--- src/rtl/switch_debounce_if.sv ---
// Signal bundle between the raw switch inputs and the conditioned outputs
// that feed the 7-segment display driver.
interface switch_debounce_if #(
    parameter int WIDTH = 8
);
    logic [WIDTH-1:0] switch;
    logic             count_clr;
    logic [WIDTH-1:0] sw_stable;
    logic [WIDTH-1:0] sw_rise;
    logic [WIDTH-1:0] sw_fall;
    logic [7:0]       change_count;
    logic [15:0]      disp_value;

    modport master (
        output switch, count_clr,
        input  sw_stable, sw_rise, sw_fall, change_count, disp_value
    );

    modport slave (
        input  switch, count_clr,
        output sw_stable, sw_rise, sw_fall, change_count, disp_value
    );
endinterface

--- src/rtl/switch_debounce.sv ---
// Synchronises and debounces slide switches, emits rise/fall pulses, counts
// accepted changes and presents a registered {change_count, switches} word.
module switch_debounce #(
    parameter int WIDTH         = 8,
    parameter int STABLE_CYCLES = 32768,
    parameter int CNT_W         = 15
) (
    input  logic            clk,
    input  logic            nReset,
    switch_debounce_if.slave sif
);
    localparam logic [CNT_W-1:0] LP_CNT_MAX = CNT_W'(STABLE_CYCLES - 1);

    logic [WIDTH-1:0] r_sync1;
    logic [WIDTH-1:0] r_sync2;
    logic [WIDTH-1:0] r_sw_stable;
    logic [WIDTH-1:0] r_sw_rise;
    logic [WIDTH-1:0] r_sw_fall;
    logic [CNT_W-1:0] r_cnt [WIDTH];
    logic [7:0]       r_change_count;
    logic [15:0]      r_disp_value;

    logic [WIDTH-1:0] w_stable_nxt;
    logic [WIDTH-1:0] w_rise_nxt;
    logic [WIDTH-1:0] w_fall_nxt;
    logic [CNT_W-1:0] w_cnt_nxt [WIDTH];
    logic             w_any_edge;

    // NOTE: every output of this block gets a default before the loop, so no
    // path through it can leave a value unassigned and infer a latch.
    always_comb begin
        w_stable_nxt = r_sw_stable;
        w_rise_nxt   = '0;
        w_fall_nxt   = '0;
        for (int i = 0; i < WIDTH; i++) begin
            w_cnt_nxt[i] = '0;
            if (r_sync2[i] != r_sw_stable[i]) begin
                if (r_cnt[i] == LP_CNT_MAX) begin
                    w_stable_nxt[i] = r_sync2[i];
                    w_rise_nxt[i]   = r_sync2[i];
                    w_fall_nxt[i]   = ~r_sync2[i];
                end else begin
                    w_cnt_nxt[i] = r_cnt[i] + CNT_W'(1);
                end
            end
        end
    end

    assign w_any_edge = |(w_rise_nxt | w_fall_nxt);

    // NOTE: state uses non-blocking assignments so every flop samples the
    // values from before this edge, which is what makes r_sync1->r_sync2 a
    // true two-stage synchroniser.
    always_ff @(posedge clk or negedge nReset) begin
        if (!nReset) begin
            r_sync1        <= '0;
            r_sync2        <= '0;
            r_sw_stable    <= '0;
            r_sw_rise      <= '0;
            r_sw_fall      <= '0;
            r_change_count <= '0;
            r_disp_value   <= '0;
            // NOTE: the counter array is reset so a partial count never
            // survives reset; this is deliberate, not a free RAM-style array.
            for (int i = 0; i < WIDTH; i++) begin
                r_cnt[i] <= '0;
            end
        end else begin
            r_sync1     <= sif.switch;
            r_sync2     <= r_sync1;
            r_sw_stable <= w_stable_nxt;
            r_sw_rise   <= w_rise_nxt;
            r_sw_fall   <= w_fall_nxt;
            for (int i = 0; i < WIDTH; i++) begin
                r_cnt[i] <= w_cnt_nxt[i];
            end
            if (sif.count_clr) begin
                r_change_count <= '0;
            end else if (w_any_edge) begin
                r_change_count <= r_change_count + 8'd1;
            end
            // Low byte is the previous-cycle stable level, resized to 8 bits.
            r_disp_value <= {r_change_count, 8'(r_sw_stable)};
        end
    end

    assign sif.sw_stable    = r_sw_stable;
    assign sif.sw_rise      = r_sw_rise;
    assign sif.sw_fall      = r_sw_fall;
    assign sif.change_count = r_change_count;
    assign sif.disp_value   = r_disp_value;
endmodule

--- src/flat_wrapper.sv ---
// flat-port wrapper written by rule: the top's interface ports become plain ports
module switch_debounce_flat 
#(
    parameter int WIDTH         = 8,
    parameter int STABLE_CYCLES = 32768,
    parameter int CNT_W         = 15
)
  (clk, nReset, sif_switch, sif_count_clr, sif_sw_stable, sif_sw_rise, sif_sw_fall, sif_change_count, sif_disp_value);
  switch_debounce_if #(.WIDTH(WIDTH)) sif_i ();
  input  logic clk;
  input  logic nReset;
  input wire logic [$bits(sif_i.switch)-1:0] sif_switch;
  input wire logic [$bits(sif_i.count_clr)-1:0] sif_count_clr;
  output wire logic [$bits(sif_i.sw_stable)-1:0] sif_sw_stable;
  output wire logic [$bits(sif_i.sw_rise)-1:0] sif_sw_rise;
  output wire logic [$bits(sif_i.sw_fall)-1:0] sif_sw_fall;
  output wire logic [$bits(sif_i.change_count)-1:0] sif_change_count;
  output wire logic [$bits(sif_i.disp_value)-1:0] sif_disp_value;
  assign sif_i.switch = sif_switch;
  assign sif_i.count_clr = sif_count_clr;
  assign sif_sw_stable = sif_i.sw_stable;
  assign sif_sw_rise = sif_i.sw_rise;
  assign sif_sw_fall = sif_i.sw_fall;
  assign sif_change_count = sif_i.change_count;
  assign sif_disp_value = sif_i.disp_value;
  switch_debounce #(.WIDTH(WIDTH), .STABLE_CYCLES(STABLE_CYCLES), .CNT_W(CNT_W)) u_core (.clk(clk), .nReset(nReset), .sif(sif_i));
endmodule
--- config.mk ---
export PLATFORM = sky130hd
export DESIGN_NAME = switch_debounce_flat
export DESIGN_NICKNAME = d
export VERILOG_FILES = /design/src/rtl/switch_debounce_if.sv /design/src/rtl/switch_debounce.sv /design/src/flat_wrapper.sv
export SDC_FILE = /design/constraint.sdc
export NUM_CORES = 1
export LEC_CHECK = 0
export CAP_MARGIN = 15
export CELL_PAD_IN_SITES_DETAIL_PLACEMENT = 1
export CELL_PAD_IN_SITES_GLOBAL_PLACEMENT = 1
export CORE_ASPECT_RATIO = 1.5
export CORE_UTILIZATION = 41
export DETAILED_ROUTE_END_ITERATION = 10
export PLACE_DENSITY_LB_ADDON = 0.3
export SETUP_SLACK_MARGIN = 0.4
export SYNTH_ARGS = -nofsm -noshare
export SYNTH_HDL_FRONTEND = slang
export SYNTH_SLANG_ARGS = --single-unit
--- constraint.sdc ---
create_clock -name clk -period 5.3 [get_ports clk]
set_input_delay 0.795 -clock clk [delete_from_list [all_inputs] [get_ports clk]]
set_output_delay 0.795 -clock clk [all_outputs]
set_load 0.01 [all_outputs]
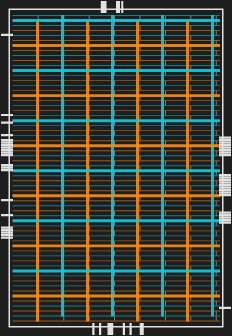
run_1/pdn.png
Pins as bars on the die edge. Tap cells in grey.
legend:
  orange:
    net: VSS
  cyan:
    net: VDD
met1 rails: 62
signal pins: 59

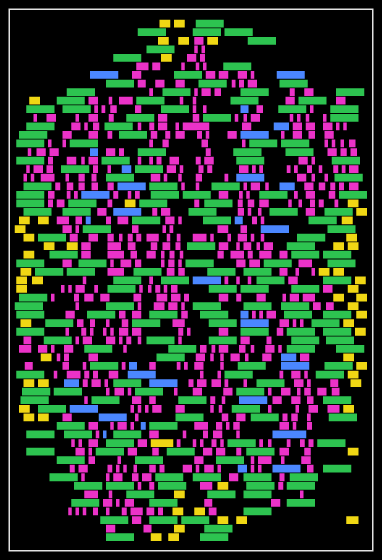
run_1/cell_classes.png
legend:
  blue:
    class: clock drivers and dummy loads
    cells: 32
    share_of_their_area: 6.4%
  yellow:
    class: other buffers and delay cells
    cells: 59
    share_of_their_area: 6.7%
  green:
    class: flip-flops
    cells: 184
    share_of_their_area: 51%
  magenta:
    class: all other logic
    cells: 519
    share_of_their_area: 36%

==> flow_metrics.env, run 1 <==
# physical design summary
export IMPL_async_flop_share=1.00
export IMPL_io_buffers=58
export IMPL_routed_wl_um=17000
export IMPL_grt_pass1_vias=5998
export IMPL_grt_usage=0.189
export IMPL_dpl_cell_area_mm2=0.00872
export IMPL_final_layout_size_suffix_gt1_frac=0.0693
export IMPL_tightest_slew_ns=0.970
export IMPL_min_from="u_core.r_sync1[1]"
export IMPL_crit_type="reg -> out"
export IMPL_grt_pass1_wl_um=29000
export IMPL_seqPwrFrac=0.519
export IMPL_p_int_mw=2.18
export IMPL_p_sw_uw=644
export IMPL_cts_made_buffers=17
export IMPL_yosys_top_cells_area="dfrtp_1 59%, xor2_1 7.5%, nor2_1 6.3%"
export IMPL_yosys_top_cells_count="184 x dfrtp_1, 133 x nor2_1, 67 x xor2_1"
export IMPL_openroad_warnings=28
export IMPL_grt_overflow_total=0
export IMPL_status="finished, final reports clean"
export IMPL_hold_violations=0
export IMPL_diodes=0
export IMPL_die_x_um=115
export IMPL_drt_initial_drc_count=301
export IMPL_vias_per_cell=5.24
export IMPL_cts_tree="yes"
export IMPL_period_needed_ns=2.47
export IMPL_via_count=5480
export IMPL_vdd_drop_max_mv=0.228
export IMPL_end_kind="output port"
export IMPL_yosysCellCount=716
export IMPL_die_area_mm2=0.0197
export IMPL_yosysTopAreaCell="dfrtp_1"
export IMPL_first_pass_iters=4
export IMPL_drc_errors=0
export IMPL_p_leak_nw=4.03
export IMPL_ys_seq_share=0.586
export IMPL_die_height_um=172
export IMPL_critPathLaunchType="flop"
export IMPL_syn_nets=736
export IMPL_clk_path_buf_depth=2
export IMPL_finClkSkew_ns=0.00809
export IMPL_dpl_hpwl_um=11700
export IMPL_most_common_cell="dfrtp_1"
export IMPL_syn_to_final_growth_pct=18.2
export IMPL_fmax_mhz=405
export IMPL_cts_resized=0
export IMPL_critical_path_top_delay_family="buffers and inverters"
export IMPL_cts_sinks=184
export IMPL_path_clk_slew_ns=0.06
export IMPL_synth_cell_area_mm2=0.00786
export IMPL_fp_coreArea_mm2=0.0187
export IMPL_clock_latency_ns=0.43
export IMPL_edf_count=0
export IMPL_required_ns=4.51
export IMPL_ys_flops=184
export IMPL_cts_root_buf="clkbuf_16"
export IMPL_antenna_left=0
export IMPL_place_gp_congestion=0.768
export IMPL_rows=61
export IMPL_grt_max_degree=106
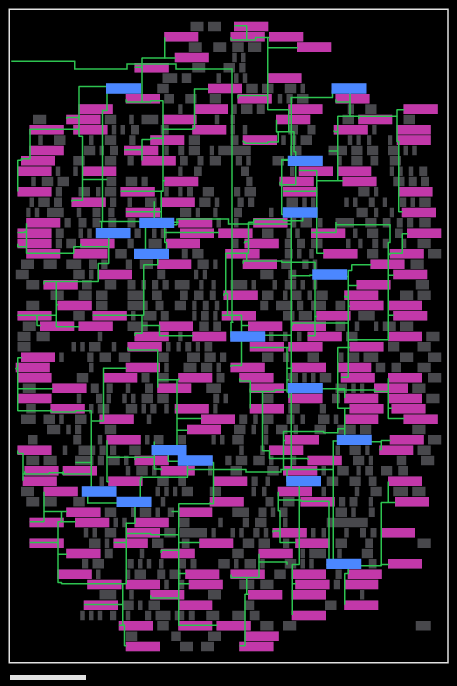
run_1/clock_map.png
The bar under the picture is 20 µm long.
legend:
  green:
    item: clock wires
    length: 2,230 µm
  blue:
    item: cells driving clock nets
    count: 17
  magenta:
    item: flip-flops
    count: 184
flops lie: all over the die

[run 1: path summary, 6_finish.rpt]
check	to	cells after the start
min reg2reg	u_core.r_sync2[1]	0
max in group asynchronous	u_core.r_cnt[2]	2
min	u_core.r_sync2[1]	0
max reg2reg	u_core.sif.change_count[2]	7
min in group asynchronous	u_core.r_sync2[3]	1
max	sif_change_count[2]	1
[run 1: kinds of logic (layout without fill, tap and decap cells)]
| group | Yosys count | after routing | synth area share |
|---|---|---|---|
| AND-OR/OR-AND | 33 | 33 | 0.0301 |
| AND/OR/NAND/NOR | 343 | 343 | 0.220 |
| multiplexers | 11 | 11 | 0.0167 |
| buffers and inverters | 31 | 109 | 0.0165 |
| adder cells (fa/ha/maj) | 9 | 9 | 0.0143 |
| flip-flops | 184 | 184 | 0.586 |
| XOR/XNOR | 105 | 105 | 0.117 |
[run 1: routing by layer]
layer	share of wire	vias up	GRT usage
li1	-	2572	-
met3	0.023	19	0.0349
met4	0.015	0	0.0717
met1	0.41	2815	0.208
met5	0	-	0
met2	0.55	74	0.355
[run 1: layout by cell type, fill, tap and decap left out, drive strengths merged, types with 3 or more instances in the layout]
cell and count:
mux2 11, nor2 134, and4 23, and3 7, a31o 5, or4 4
or3 9, nand2 52, clkinvlp 5, xnor2 38, o21ai 7, clkbuf 22
nand3 43, nand4 30, dfrtp 184, nor3b 16, clkinv 4, clkdlybuf4s50 57
ha 9, a21oi 9, nor3 12, and2 7, a311o 3, xor2 67
inv 18
[run 1: through the flow]
step	setup WS, ns	power [mW]	util	std cells	hold WS (ns)
detailed placement	2.63	1.62	0.466	1014	0.336
global route	2.76	2.92	0.497	1046	0.352
finish	2.83	2.82	0.497	1046	0.348
global placement	2.70	1.61	0.466	1014	0.335
CTS	2.81	2.87	0.497	1046	0.351
floorplan	3.08	1.54	-	716	0.331
[run 1: flip-flops by register name, summed over array words and instances (netlist names)]
register,cells
u_core.sif.sw_fall,8
u_core.sif.change_count,8
u_core.sif.sw_stable,8
u_core.sif.disp_value,16
u_core.r_cnt,120
u_core.r_sync2,8
u_core.sif.sw_rise,8
u_core.r_sync1,8
[run 1: layout make-up]
type / count / area (µm²) / share of cell area
flip-flops and latches: 184 / 4600 / 0.495
multi-input cells: 501 / 3130 / 0.337
repair buffers: 59 / 602 / 0.0647
clock buffers: 22 / 484 / 0.0521
well taps: 252 / 315 / 0.0339
clock inverters: 10 / 95.1 / 0.0102
inverters: 18 / 67.6 / 0.00727
[run 1: power by group through the flow]
stage,Clock [mW],Sequential (mW),Combinational (mW)
2_1_floorplan,0,1.48,0.0598
3_3_place_gp,0,1.49,0.124
3_5_place_dp,0,1.49,0.129
4_1_cts,1.27,1.47,0.131
5_1_grt,1.31,1.47,0.145
6_report,1.23,1.47,0.126
==> run 2: changes to the inputs <==
==> constraint.sdc (replaced) <==
create_clock -name clk -period 2.5 [get_ports clk]
set_input_delay 0.375 -clock clk [delete_from_list [all_inputs] [get_ports clk]]
set_output_delay 0.375 -clock clk [all_outputs]
set_load 0.01 [all_outputs]
==> run 2 against run 1 <==
Net effect: power grew 110%; worst hold slack gained 0.0050 ns; die area is the same; clock-buffer cell count shrank 3; worst setup slack lost 2.5 ns.
==> flow_metrics.env, run 2 <==
# physical design summary
export IMPL_vias_per_cell=5.19
export IMPL_die_height_um=172
export IMPL_ys_area_mm2=0.00786
export IMPL_final_layout_size_suffix_gt1_frac=0.141
export IMPL_ys_seq_share=0.586
export IMPL_m1WireLength_um=7050
export IMPL_layout_nets=846
export IMPL_crit_type="reg -> reg"
export IMPL_p_leak_nw=4.26
export IMPL_diodes=0
export IMPL_layout_top_cells="181 x dfrtp_1, 133 x nor2_1, 67 x xor2_1, 57 x clkdlybuf4s50_1, 50 x nand2_1"
export IMPL_yosys_top_cells_area="dfrtp_1 59%, xor2_1 7.5%, nor2_1 6.3%"
export IMPL_met2_length_um=10500
export IMPL_die_x_um=115
export IMPL_largest_reg_flops=120
export IMPL_required_ns=2.87
export IMPL_dpl_hpwl_um=12400
export IMPL_dpl_cell_area_mm2=0.00881
export IMPL_first_pass_iters=5
export IMPL_top_layer="met4"
export IMPL_yosys_top_cells_count="184 x dfrtp_1, 133 x nor2_1, 67 x xor2_1"
export IMPL_whs_path_depth=0
export IMPL_slowest_delay_ns=0.49
export IMPL_period_needed_ns=2.16
export IMPL_ys_flops=184
export IMPL_p_int_mw=4.49
export IMPL_grt_pass1_vias=6253
export IMPL_end_kind="flop"
export IMPL_fmax_mhz=464
export IMPL_edf_count=0
export IMPL_lay_top_count="dfrtp_1"
export IMPL_drt_initial_drc_count=159
export IMPL_hold_violations=0
export IMPL_crit_cells=7
export IMPL_critPathLaunchType="flop"
export IMPL_cts_sinks=184
export IMPL_drc_errors=0
export IMPL_fp_coreArea_mm2=0.0187
export IMPL_vdd_drop_max_mv=0.456
export IMPL_fp_util=0.421
export IMPL_path_clk_slew_ns=0.07
export IMPL_grt_max_degree=63
export IMPL_cts_root_buf="clkbuf_16"
export IMPL_status="finished, final reports clean"
export IMPL_rows=61
export IMPL_place_inst=1022
export IMPL_yosysCellCount=716
export IMPL_grt_overflow_total=0
export IMPL_cts_tree="yes"
export IMPL_yosysTopAreaCell="dfrtp_1"
export IMPL_async_flop_share=1.00
export IMPL_openroad_warnings=29
export IMPL_final_cells=1091
export IMPL_ff_latch_area_mm2=0.00461
export IMPL_grt_usage=0.199
export IMPL_cts_made_buffers=17
export IMPL_nFillCells=2039
export IMPL_die_area_mm2=0.0197
export IMPL_p_sw_mw=1.46
export IMPL_grt_pass1_wl_um=30300
export IMPL_place_gp_congestion=0.754
export IMPL_ys_warn_count=0
export IMPL_cp_cell_sequence="ha_4, and2_4, nand4_1, o32ai_4, or3_4, or4_1, nand4_1"
export IMPL_seqPwrFrac=0.522
export IMPL_largest_register="u_core.r_cnt"
export IMPL_synth_cell_area_mm2=0.00786
export IMPL_io_buffers=58
export IMPL_critical_path_top_delay_family="simple AND/OR/NAND/NOR gates"
export IMPL_clk_path_buf_depth=2
export IMPL_dr_wl_met3_um=538
export IMPL_logic_area_mm2=0.00327
export IMPL_most_common_cell="dfrtp_1"
export IMPL_syn_to_final_growth_pct=23.8
export IMPL_tightest_slew_ns=0.619
export IMPL_rr_worst_depth=7
export IMPL_antenna_found_initial=0
export IMPL_syn_nets=736
export IMPL_antenna_left=0
-- run 2: path summary, 6_finish.rpt --
path                                         endpoint               from
min in group asynchronous           u_core.r_cnt[104]             nReset
setup reg to reg           u_core.sif.change_count[6]    u_core.r_cnt[1]
hold / removal                      u_core.r_sync2[0]  u_core.r_sync1[0]
setup / recovery           u_core.sif.change_count[6]    u_core.r_cnt[1]
max in group asynchronous            u_core.r_cnt[65]             nReset
hold reg to reg                     u_core.r_sync2[0]  u_core.r_sync1[0]
-- run 2: logic make-up (layout without fill, tap and decap cells) --
family	Yosys count	in the layout	synth area share
xor gates and xnor gates	105	105	0.117
muxes	11	11	0.0167
and+or+nand+nor	343	344	0.220
DFF	184	184	0.586
AOI/OAI and AO/OA	33	33	0.0301
adders and majority gates	9	9	0.0143
buffers and inverters	31	153	0.0165
-- run 2: cell type report --
cell class	count	area share
Sequential cell	184	0.473
Inverter	18	0.00694
Timing Repair Buffer	103	0.0960
Clock buffer	19	0.0445
Tap cell	252	0.0324
Multi-Input combinational cell	502	0.335
Clock inverter	13	0.0116
-- run 2: layer usage --
layer / GRT usage / up-vias
met5: 0 / -
met4: 0.0666 / 0
met3: 0.0472 / 20
met2: 0.376 / 72
met1: 0.213 / 2905
li1: - / 2662
-- run 2: per-stage QoR --
stage,hold slack (ns),utilization,power [mW],setup WS [ns]
floorplan,0.0794,-,3.28,0.389
global placement,0.332,0.471,3.43,0.331
detailed placement,0.338,0.471,3.46,0.244
CTS,0.344,0.507,6.02,0.398
global route,0.355,0.521,6.19,0.268
finish,0.353,0.521,5.95,0.344
-- run 2: repair_timing --
action | CTS | global route
endpoints found under the setup margin | 8 | 20
hold buffers | 1 | 0
pin swaps | 6 | 14
cloned | 1 | 0
gates resized | 7 | 16
endpoints found under the hold margin | 58 | 0
buffers inserted | 11 | 24
-- run 2: power by group through the flow --
stage | clock [mW] | sequential, mW | combinational, mW
floorplan | 0 | 3.15 | 0.129
global placement | 0 | 3.16 | 0.274
detailed placement | 0 | 3.16 | 0.293
CTS | 2.59 | 3.11 | 0.316
global route | 2.71 | 3.12 | 0.365
finish | 2.51 | 3.11 | 0.327
-- run 2: worst reg2reg max path: cells and delay by family (launching register included) --
family | cells | cell delay, ns
compound gates | 1 | 0.12
flops | 1 | 0.44
simple gates | 5 | 1.35
fa+ha+maj | 1 | 0.18
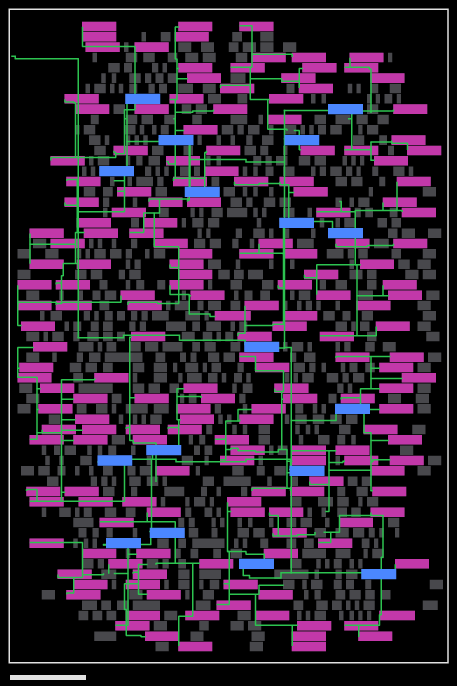
run_2/clock_map.png
The bar under the picture is 20 µm long.
legend:
  blue:
    item: cells driving clock nets
    count: 17
  magenta:
    item: flip-flops
    count: 184
  green:
    item: clock wires
    length: 2,190 µm
routed clock nets: 18
flops lie: all over the die
clk_skew: 0.00672 ns
clock power share: 0.423
Latency at later pin: 0.44 ns
clock-net power: 2.51 mW

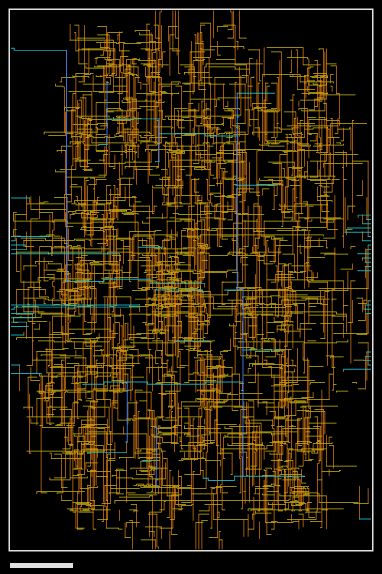
run_2/metal_stack.png
The bar under the picture is 20 µm long.
legend:
  yellow:
    layer: met1
    wire_length: 7,050 µm
  orange:
    layer: met2
    wire_length: 10,500 µm
  blue:
    layer: met4
    wire_length: 269 µm
  cyan:
    layer: met3
    wire_length: 539 µm
routed wire length: 18,300 µm
Vias: 5,659

==> run 3: changes to the inputs <==
--- a/config.mk
+++ b/config.mk
@@ -8,7 +8,7 @@
 export CAP_MARGIN = 15
 export CELL_PAD_IN_SITES_DETAIL_PLACEMENT = 1
 export CELL_PAD_IN_SITES_GLOBAL_PLACEMENT = 1
-export CORE_ASPECT_RATIO = 1.5
+export CORE_ASPECT_RATIO = 0.8
 export CORE_UTILIZATION = 41
 export DETAILED_ROUTE_END_ITERATION = 10
 export PLACE_DENSITY_LB_ADDON = 0.3
==> run 3 against run 2 <==
Net effect: non-clock buffer count is 7 lower; register-to-register slack better by 0.07 ns; largest cell class unchanged; synthesized area is the same; clock power is 8.0% higher; combinational power shrank 2%; flip-flop count unchanged; critical path type unchanged; die area about the same; core utilization rose by 0.58 points; clock skew grew 0.0025 ns.
==> flow_metrics.env, run 3 <==
# physical design summary
export IMPL_status="finished, final reports clean"
export IMPL_drv_cap=0
export IMPL_openroad_warnings=29
export IMPL_finalSetupTns_ns=0
export IMPL_synth_cell_area_mm2=0.00786
export IMPL_finalClockPeriodUsage=0.835
export IMPL_dpl_cell_area_mm2=0.00881
export IMPL_routed_wl_um=17900
export IMPL_grt_overflow_total=0
export IMPL_ys_area_mm2=0.00786
export IMPL_clock_latency_ns=0.42
export IMPL_edf_count=0
export IMPL_period_needed_ns=2.09
export IMPL_yosys_top_cells_count="184 x dfrtp_1, 133 x nor2_1, 67 x xor2_1"
export IMPL_arrival_ns=2.44
export IMPL_drt_initial_drc_count=271
export IMPL_tightest_slew_ns=0.613
export IMPL_yosys_top_cells_area="dfrtp_1 59%, xor2_1 7.5%, nor2_1 6.3%"
export IMPL_grt_pass1_vias=6013
export IMPL_power_total_mw=6.14
export IMPL_p_per_area_mw_per_mm2=632
export IMPL_ys_flops=184
export IMPL_lay_top_count="dfrtp_1"
export IMPL_worst_slack_ns=0.413
export IMPL_rows=44
export IMPL_largest_register="u_core.r_cnt"
export IMPL_yosysCellCount=716
export IMPL_drc_errors=0
export IMPL_final_cells=1084
export IMPL_critPathLaunchType="flop"
export IMPL_place_gp_congestion=0.760
export IMPL_cts_made_buffers=17
export IMPL_place_inst=1023
export IMPL_fp_util=0.426
export IMPL_antenna_left=0
export IMPL_ys_seq_share=0.586
export IMPL_largest_reg_flops=120
export IMPL_ys_warn_count=0
export IMPL_hold_violations=0
export IMPL_syn_to_final_growth_pct=23.5
export IMPL_required_ns=2.85
export IMPL_post_route_util=0.527
export IMPL_final_layout_size_suffix_gt1_frac=0.130
export IMPL_finClkSkew_ns=0.00926
export IMPL_cts_root_buf="clkbuf_16"
export IMPL_pre_cts_ws_ns=0.236
export IMPL_via_count=5617
export IMPL_nFillCells=1981
export IMPL_path_clk_slew_ns=0.07
export IMPL_p_leak_nw=4.23
export IMPL_fmax_mhz=479
export IMPL_die_area_mm2=0.0197
export IMPL_antenna_found_initial=0
export IMPL_syn_nets=736
export IMPL_grt_pass1_wl_um=29800
export IMPL_flop_cell="dfrtp_1"
export IMPL_layout_top_cells="183 x dfrtp_1, 133 x nor2_1, 67 x xor2_1, 57 x clkdlybuf4s50_1, 50 x nand2_1"
export IMPL_dpl_hpwl_um=12100
export IMPL_async_flop_share=1.00
export IMPL_io_buffers=58
export IMPL_layout_nets=839
export IMPL_first_pass_iters=4
export IMPL_end_kind="flop"
export IMPL_hold_slack_ns=0.350
export IMPL_clk_path_buf_depth=2
export IMPL_cts_tree="yes"
export IMPL_yosysTopAreaCell="dfrtp_1"
export IMPL_pin_count=59
export IMPL_crit_type="reg -> reg"
export IMPL_final_cell_area_mm2=0.00971
export IMPL_diodes=0
export IMPL_maxSlewViolCount=0
export IMPL_most_common_cell="dfrtp_1"
export IMPL_cts_sinks=184
export IMPL_vias_per_cell=5.18
export IMPL_grt_max_degree=65
[run 3: cell count changes in the layout (fill, tap and decap cells not counted), sizes merged]
| cell | change |
|---|---|
| clkbuf | +1 |
| clkinvlp | +3 |
| inv | -7 |
| clkinv | -1 |
| bufinv | +3 |
| buf | -7 |
[run 3: metal layers]
layer	part of all wire	track usage	vias up
met2	0.51	0.324	63
met4	0.0096	0.0536	0
li1	-	-	2652
met3	0.025	0.0427	12
met5	0	0	-
met1	0.46	0.249	2890
[run 3: worst max-delay path: stages, from the launching register on]
cell	delay (ns)
dfrtp_1	0.39
ha_2	0.20
and2_4	0.15
nand4_1	0.17
o32ai_4	0.13
or3_4	0.40
or4_1	0.48
nand4_1	0.10
[run 3: worst paths after layout]
path,startpoint,depth (start not counted),slack [ns],to
min in group asynchronous,nReset,2,0.53,u_core.r_cnt[112]
worst min register to register,u_core.r_sync1[7],0,0.35,u_core.r_sync2[7]
max in group asynchronous,nReset,3,1.19,u_core.r_cnt[83]
worst min-delay path,u_core.r_sync1[7],0,0.35,u_core.r_sync2[7]
worst max register to register,u_core.r_cnt[1],7,0.41,u_core.sif.change_count[3]
worst max-delay path,u_core.r_cnt[1],7,0.41,u_core.sif.change_count[3]
[run 3: cell type report]
type	instances	area, µm²	share of cell area
clock buffer	20	447	0.0460
clock inverter	11	150	0.0155
inverter	18	67.6	0.00696
multi-input combinational	502	3240	0.334
sequential	184	4610	0.474
tap	253	317	0.0326
timing repair buffer	96	882	0.0908
[run 3: cells by family (layout without fill, tap and decap cells)]
kind of cell | after synthesis | count (layout) | share of synthesized area
buffers and inverters | 31 | 145 | 0.0165
flip-flops | 184 | 184 | 0.586
XOR/XNOR | 105 | 105 | 0.117
AND/OR/NAND/NOR | 343 | 344 | 0.220
multiplexers | 11 | 11 | 0.0167
AND-OR/OR-AND | 33 | 33 | 0.0301
adder cells (fa/ha/maj) | 9 | 9 | 0.0143
[run 3: repair_timing]
action | in CTS | in global routing
endpoints found under the setup margin | 8 | 20
hold buffers | 1 | 0
setup buffers | 8 | 20
gates cloned | 1 | 0
pin swaps | 3 | 5
endpoints found under the hold margin | 60 | 0
resized | 6 | 11
[run 3: power by group]
part,leakage [nW],internal [mW],total [mW],switching (mW)
Sequential,2.51,3.04,3.10,0.0666
Clock,0.274,1.60,2.71,1.12
Combinational,1.45,0.141,0.319,0.178
Total,4.23,4.77,6.14,1.36
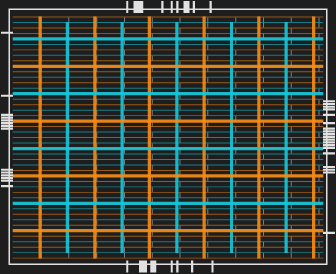
run_3/pdn.png
Pins as bars on the die edge. Tap cells in grey.
legend:
  orange:
    net: VSS
  cyan:
    net: VDD
met1 rails: 45
rows: 44
met5 straps: 8
met4 straps: 11
peak supply drop: 0.430 mV
Die Y: 126 µm
DIE WIDTH: 157 µm
core area: 0.0184 mm²

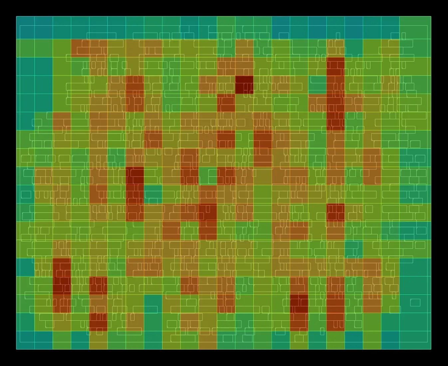
run_3/final_congestion.png
GRT Util Overall: 0.192
GR Util met1: 0.249
Most Crowded Layer GR: met2

Power figures rest on the tool's default switching activity, not on a simulated workload.
